## src/rtl/perf_event_counter_bank_if.sv

```systemverilog
// Snapshot readout port of the performance event counter bank.
// The bank drives the captured data and valid; the monitoring logic drives request and ready.
interface perf_event_counter_bank_if #(
    parameter int unsigned NUM_EVENTS    = 8,
    parameter int unsigned COUNTER_WIDTH = 8
);
    logic                                snapshot_req;
    logic                                snapshot_ready;
    logic                                snapshot_valid;
    logic [NUM_EVENTS*COUNTER_WIDTH-1:0] snapshot_counters;
    logic [NUM_EVENTS-1:0]               snapshot_overflow_map;

    // Counter bank side: produces the snapshot
    modport master (
        input  snapshot_req,
        input  snapshot_ready,
        output snapshot_valid,
        output snapshot_counters,
        output snapshot_overflow_map
    );

    // Readout side: requests and consumes the snapshot
    modport slave (
        output snapshot_req,
        output snapshot_ready,
        input  snapshot_valid,
        input  snapshot_counters,
        input  snapshot_overflow_map
    );
endinterface

```

## src/rtl/perf_event_counter_bank.sv

```systemverilog
// Bank of per-event performance counters with multi-bit increments, per-slot
// enable mask, runtime wrap/saturate mode, sticky overflow flags and an atomic
// snapshot port guarded by a valid/ready handshake.
module perf_event_counter_bank #(
    parameter int unsigned NUM_EVENTS        = 8,
    parameter int unsigned COUNTER_WIDTH     = 8,
    parameter int unsigned INC_WIDTH         = 1,
    parameter int unsigned CLEAR_ON_SNAPSHOT = 0
) (
    input  logic                                clk,
    input  logic                                rst,
    input  logic                                en,
    input  logic [NUM_EVENTS-1:0]               event_mask,
    input  logic [NUM_EVENTS*INC_WIDTH-1:0]     performance_events,
    input  logic                                saturate_mode,
    input  logic                                clear,
    output logic [NUM_EVENTS*COUNTER_WIDTH-1:0] counters,
    output logic [NUM_EVENTS-1:0]               overflow_map,
    output logic                                overflow_any,
    perf_event_counter_bank_if.master           snap
);

    localparam int unsigned SUM_W = COUNTER_WIDTH + 1;
    localparam logic [COUNTER_WIDTH-1:0] CNT_MAX = {COUNTER_WIDTH{1'b1}};

    typedef enum logic [0:0] {
        IDLE = 1'b0,
        HOLD = 1'b1
    } state_t;

    state_t                              state_q;
    state_t                              state_d;
    logic                                capture_c;
    logic                                restart_c;
    logic [NUM_EVENTS*INC_WIDTH-1:0]     inc_c;
    logic [NUM_EVENTS*COUNTER_WIDTH-1:0] cnt_d;
    logic [NUM_EVENTS-1:0]               ovf_d;

    // One slot's add: returns {overflowed, new counter value}
    function automatic logic [COUNTER_WIDTH:0] slot_update(
        input logic [COUNTER_WIDTH-1:0] cnt,
        input logic [INC_WIDTH-1:0]     inc,
        input logic                     sat
    );
        logic [SUM_W-1:0] sum;
        sum = {1'b0, cnt} + SUM_W'(inc);
        if (sum[COUNTER_WIDTH]) begin
            slot_update = {1'b1, (sat ? CNT_MAX : sum[COUNTER_WIDTH-1:0])};
        end else begin
            slot_update = {1'b0, sum[COUNTER_WIDTH-1:0]};
        end
    endfunction

    // Snapshot FSM next state: capture in IDLE on request, release in HOLD on ready
    always_comb begin
        state_d   = state_q;
        capture_c = 1'b0;
        case (state_q)
            IDLE: begin
                if (snap.snapshot_req) begin
                    capture_c = 1'b1;
                    state_d   = HOLD;
                end
            end
            HOLD: begin
                if (snap.snapshot_ready) begin
                    state_d = IDLE;
                end
            end
            default: state_d = IDLE;
        endcase
    end

    // Snapshot FSM state register
    always_ff @(posedge clk) begin
        if (rst) begin
            state_q <= IDLE;
        end else begin
            state_q <= state_d;
        end
    end

    // Gate each slot's increment by the global enable and its mask bit
    always_comb begin
        inc_c = '0;
        for (int i = 0; i < int'(NUM_EVENTS); i++) begin
            if (en && event_mask[i]) begin
                inc_c[i*INC_WIDTH +: INC_WIDTH] = performance_events[i*INC_WIDTH +: INC_WIDTH];
            end
        end
    end

    // A clearing capture restarts the slots from zero so no events are lost across it
    assign restart_c = (CLEAR_ON_SNAPSHOT != 0) && capture_c;

    // Per-slot next value: clear beats capture-restart beats plain increment
    always_comb begin
        cnt_d = counters;
        ovf_d = overflow_map;
        for (int i = 0; i < int'(NUM_EVENTS); i++) begin
            logic [COUNTER_WIDTH:0] upd;
            upd = slot_update(restart_c ? '0 : counters[i*COUNTER_WIDTH +: COUNTER_WIDTH],
                              inc_c[i*INC_WIDTH +: INC_WIDTH], saturate_mode);
            if (clear) begin
                cnt_d[i*COUNTER_WIDTH +: COUNTER_WIDTH] = '0;
                ovf_d[i]                                = 1'b0;
            end else begin
                cnt_d[i*COUNTER_WIDTH +: COUNTER_WIDTH] = upd[COUNTER_WIDTH-1:0];
                ovf_d[i] = upd[COUNTER_WIDTH] | (overflow_map[i] & ~restart_c);
            end
        end
    end

    // Live counters and sticky flags; overflow_any follows the next-state flags
    always_ff @(posedge clk) begin
        if (rst) begin
            counters     <= '0;
            overflow_map <= '0;
            overflow_any <= 1'b0;
        end else begin
            counters     <= cnt_d;
            overflow_map <= ovf_d;
            overflow_any <= |ovf_d;
        end
    end

    // Snapshot registers take the pre-update live values on capture, then stay frozen
    always_ff @(posedge clk) begin
        if (rst) begin
            snap.snapshot_valid        <= 1'b0;
            snap.snapshot_counters     <= '0;
            snap.snapshot_overflow_map <= '0;
        end else begin
            snap.snapshot_valid <= (state_d == HOLD);
            if (capture_c) begin
                snap.snapshot_counters     <= counters;
                snap.snapshot_overflow_map <= overflow_map;
            end
        end
    end

endmodule
```

## src/flat_wrapper.sv

```systemverilog
// flat-port wrapper written by rule: the top's interface ports become plain ports
module perf_event_counter_bank_flat 
#(
    parameter int unsigned NUM_EVENTS        = 8,
    parameter int unsigned COUNTER_WIDTH     = 8,
    parameter int unsigned INC_WIDTH         = 1,
    parameter int unsigned CLEAR_ON_SNAPSHOT = 0
)
  (clk, rst, en, event_mask, performance_events, saturate_mode, clear, counters, overflow_map, overflow_any, snap_snapshot_req, snap_snapshot_ready, snap_snapshot_valid, snap_snapshot_counters, snap_snapshot_overflow_map);
  perf_event_counter_bank_if #(.NUM_EVENTS(NUM_EVENTS), .COUNTER_WIDTH(COUNTER_WIDTH)) snap_i ();
  input  logic clk;
  input  logic rst;
  input  logic en;
  input  logic [NUM_EVENTS-1:0] event_mask;
  input  logic [NUM_EVENTS*INC_WIDTH-1:0] performance_events;
  input  logic saturate_mode;
  input  logic clear;
  output logic [NUM_EVENTS*COUNTER_WIDTH-1:0] counters;
  output logic [NUM_EVENTS-1:0] overflow_map;
  output logic overflow_any;
  input wire logic [$bits(snap_i.snapshot_req)-1:0] snap_snapshot_req;
  input wire logic [$bits(snap_i.snapshot_ready)-1:0] snap_snapshot_ready;
  output wire logic [$bits(snap_i.snapshot_valid)-1:0] snap_snapshot_valid;
  output wire logic [$bits(snap_i.snapshot_counters)-1:0] snap_snapshot_counters;
  output wire logic [$bits(snap_i.snapshot_overflow_map)-1:0] snap_snapshot_overflow_map;
  assign snap_i.snapshot_req = snap_snapshot_req;
  assign snap_i.snapshot_ready = snap_snapshot_ready;
  assign snap_snapshot_valid = snap_i.snapshot_valid;
  assign snap_snapshot_counters = snap_i.snapshot_counters;
  assign snap_snapshot_overflow_map = snap_i.snapshot_overflow_map;
  perf_event_counter_bank #(.NUM_EVENTS(NUM_EVENTS), .COUNTER_WIDTH(COUNTER_WIDTH), .INC_WIDTH(INC_WIDTH), .CLEAR_ON_SNAPSHOT(CLEAR_ON_SNAPSHOT)) u_core (.clk(clk), .rst(rst), .en(en), .event_mask(event_mask), .performance_events(performance_events), .saturate_mode(saturate_mode), .clear(clear), .counters(counters), .overflow_map(overflow_map), .overflow_any(overflow_any), .snap(snap_i));
endmodule
```

## config.mk

```make
export PLATFORM = sky130hd
export DESIGN_NAME = perf_event_counter_bank_flat
export DESIGN_NICKNAME = d
export VERILOG_FILES = /design/src/rtl/perf_event_counter_bank_if.sv /design/src/rtl/perf_event_counter_bank.sv /design/src/flat_wrapper.sv
export SDC_FILE = /design/constraint.sdc
export NUM_CORES = 1
export LEC_CHECK = 0
export CORE_UTILIZATION = 47
export DETAILED_ROUTE_END_ITERATION = 8
export GPL_ROUTABILITY_DRIVEN = 1
export PLACE_DENSITY = 0.87
export SLEW_MARGIN = 10
export SYNTH_ARGS = -nofsm -noshare
export SYNTH_HDL_FRONTEND = slang
export SYNTH_SLANG_ARGS = --single-unit
```

## constraint.sdc

```tcl
create_clock -name clk -period 2.2 [get_ports clk]
set_input_delay 0.44 -clock clk [delete_from_list [all_inputs] [get_ports clk]]
set_output_delay 0.44 -clock clk [all_outputs]
set_load 0.02 [all_outputs]
```

Figure 1. M2 wires (run 1).
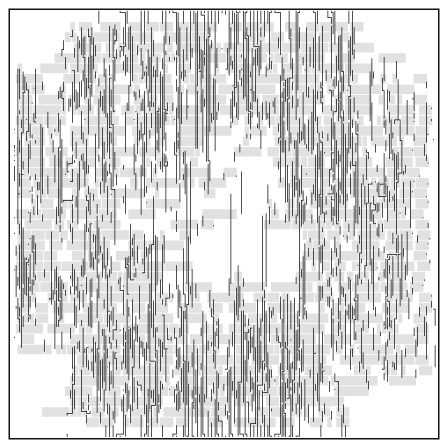
The layer holds 50% of the routed length. The wires run mostly vertical.
via count: 5107
global routing usage on met2: 0.396
total wire length: 14.3 mm

Figure 2. Routing congestion map (run 1).
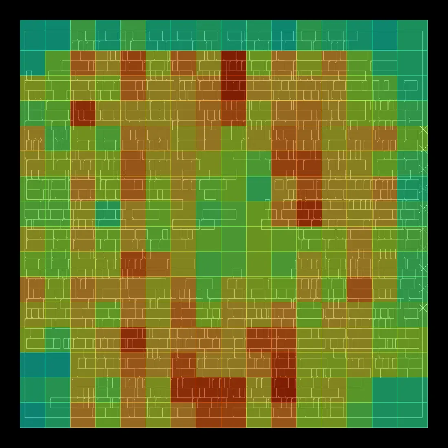
GRT Max-Usage Layer: met2
GR Util met3: 0.0468
drt wl/cell: 14.6 um
Finished Core Util: 0.701
GRT Total Usage: 0.236

==> flow_metrics.tcl, run 1 <==
# metrics dict for downstream scripts
set metrics [dict create \
    status "finished, violations left" \
    violations "DRC" \
    leakage_uw 0.00289 \
    p_sw_frac 0.209 \
    nonClkBufAreaFrac 0.234 \
    layout_min_cycle_time_ns 2.02 \
    worst_path_max_delay_cell "clkdlybuf4s50_1" \
    pwr.group.clock_uw 2720 \
    dp.cells 951 \
    p_seq_uw 2660 \
    ff2ff_path_depth 6 \
    aoi_share 0.128 \
    post-route-drc-count 10 \
    ys_types 31 \
    cts-root-buf "clkbuf_16" \
    nClkBuffers 26 \
    yosys_area_sq_um 5670 \
    crit_start "en" \
    grt_first_pass_wirelength_mm 23.6 \
    clk_share 0.0677 \
    cp_top_family "buffers and inverters" \
    largest_area_cell "dfxtp_1" \
    synth_nets 688 \
    most_common_cell "nand2_1" \
    dr.pass1.iters 8 \
    crit_path_frequent_cell "ha_1" \
    synthTopCellsByCount "nand2_1, dfxtp_1, a21oi_1" \
    die_w_um 112 \
    maxSlewViolCount 0 \
    hold-path-endpoint "u_core.snap.snapshot_counters[25]$_SDFFE_PP0P_" \
    die_area_sq_um 12500 \
    grt_start_max_net_pins 74 \
    pre_cts_slack_ns -0.284 \
    cp-start-kind "input pin" \
    topRoutingLayerUsed "met4" \
    layout_top_cell "clkdlybuf4s50_1" \
    fin_area_sq_um 8110 \
    nets 866 \
    io_pins 169 \
    synth_stat.cells 649 \
    timing.fmax_mhz 495 \
    setup_slack_ns 0.180 \
    grt_setup_unrepaired "no" \
    yosys.area.top_type_share 0.516 \
    xor_share 0.0742 \
    switchingPower_uw 1170 \
    gr-usage-met1 0.300 \
    num-fill-cells 880 \
]
Figure 3. Register map, names as in the netlist (run 1).
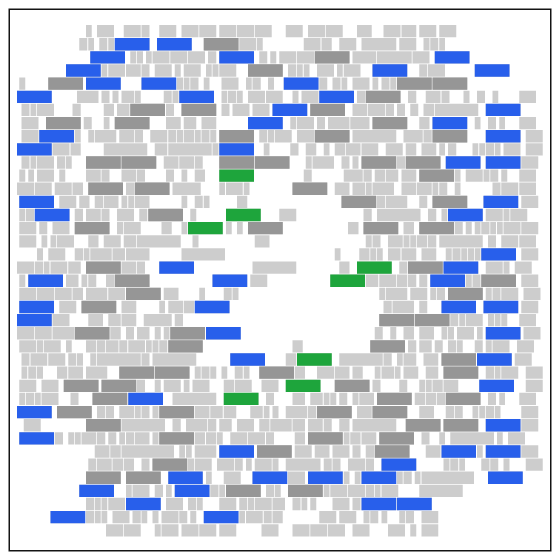
Green marks u_core.overflow_map, placed flops 8, where centre. Blue marks u_core.snap.snapshot_counters, placed flops 64, where spread over the die.

--- run 2 (diff from run 1) ---
Settings changed: SKIP_LAST_GASP from default to 1.
Figure 4. Selected gate families (run 2).
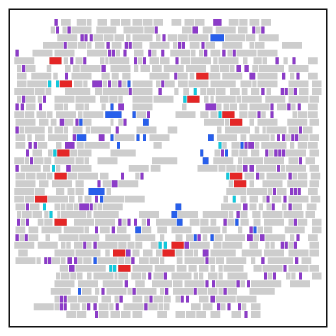
Red marks adder and majority cells, cells 16, most used ha_1. Purple marks NAND gates, cells 185, most used nand2_1, where spread over the die. Cyan marks inverters, cells 16, most used inv_1. Blue marks NOR gates, cells 29, most used nor2_1.
highest-count logic cell in the final layout: clkdlybuf4s50_1
multi-input combinational area share: 0.309
Final Non-Filler Cells: 983

==> flow_metrics.tcl, run 2 <==
# metrics dict for downstream scripts
set metrics [dict create \
    maxSlewViolCount 0 \
    die_area_sq_um 12500 \
    routedWlPerCell_um 14.6 \
    crit_start "en" \
    synth_nets 688 \
    track_usage 0.236 \
    nets 866 \
    nonClkBufAreaFrac 0.234 \
    most_common_cell "nand2_1" \
    fin_area_sq_um 8110 \
    yosys_area_sq_um 5670 \
    cp_top_family "buffers and inverters" \
    worst_path_max_delay_cell "clkdlybuf4s50_1" \
    hold-path-endpoint "u_core.snap.snapshot_counters[25]$_SDFFE_PP0P_" \
    violations "DRC" \
    p_seq_uw 2660 \
    status "finished, violations left" \
    aoi_share 0.128 \
    post-route-drc-count 10 \
    crit_path_frequent_cell "ha_1" \
    grt_start_max_net_pins 74 \
    nClkBuffers 26 \
    ff2ff_path_depth 6 \
]
Figure 5. The metal 3 layer (run 2).
Scale bar: 20 um.
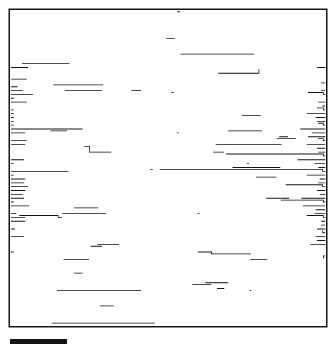

--- run 3 (diff from run 2) ---
Settings changed: CORE_UTILIZATION 47 to 62, DONT_BUFFER_PORTS from default to 1, PLACE_DENSITY 0.87 to 0.85.
Figure 6. The metal 3 layer (run 3).
Scale bar: 20 um.
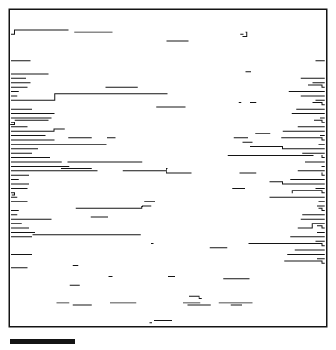
The wires run mostly horizontal. 105 nets have wire on it. The longest straight run is 34.7 um.

==> flow_metrics.tcl, run 3 <==
# metrics dict for downstream scripts
set metrics [dict create \
    dp.cells 727 \
    post-route-drc-count 22 \
    status "finished, violations left" \
    track_usage 0.276 \
    cp_top_family "simple AND/OR/NAND/NOR gates" \
    cts-root-buf "clkbuf_8" \
    cp-start-kind "register" \
    crit_start "u_core.counters[48]$_SDFF_PP0_" \
    nets 679 \
    hold-path-endpoint "u_core.snap.snapshot_valid$_SDFF_PP0_" \
    synth_nets 688 \
    violations "DRC" \
    aoi_share 0.128 \
    comb-cell-share 0.393 \
    stdcell_count 760 \
    timing.fmax_mhz 549 \
    yosys_area_sq_um 5670 \
    synth_stat.cells 649 \
    die_area_sq_um 9530 \
    nonClkBufAreaFrac 0.0153 \
    xor_share 0.0742 \
    yosys.area.top_type_share 0.516 \
    globalRouteMet2Util 0.486 \
    switchingPower_uw 1210 \
    pwr.group.clock_uw 3100 \
    setup_slack_ns 0.379 \
    synthTopCellsByCount "nand2_1, dfxtp_1, a21oi_1" \
    num_vias 4397 \
    most_common_cell "nand2_1" \
    largest_area_cell "dfxtp_1" \
]
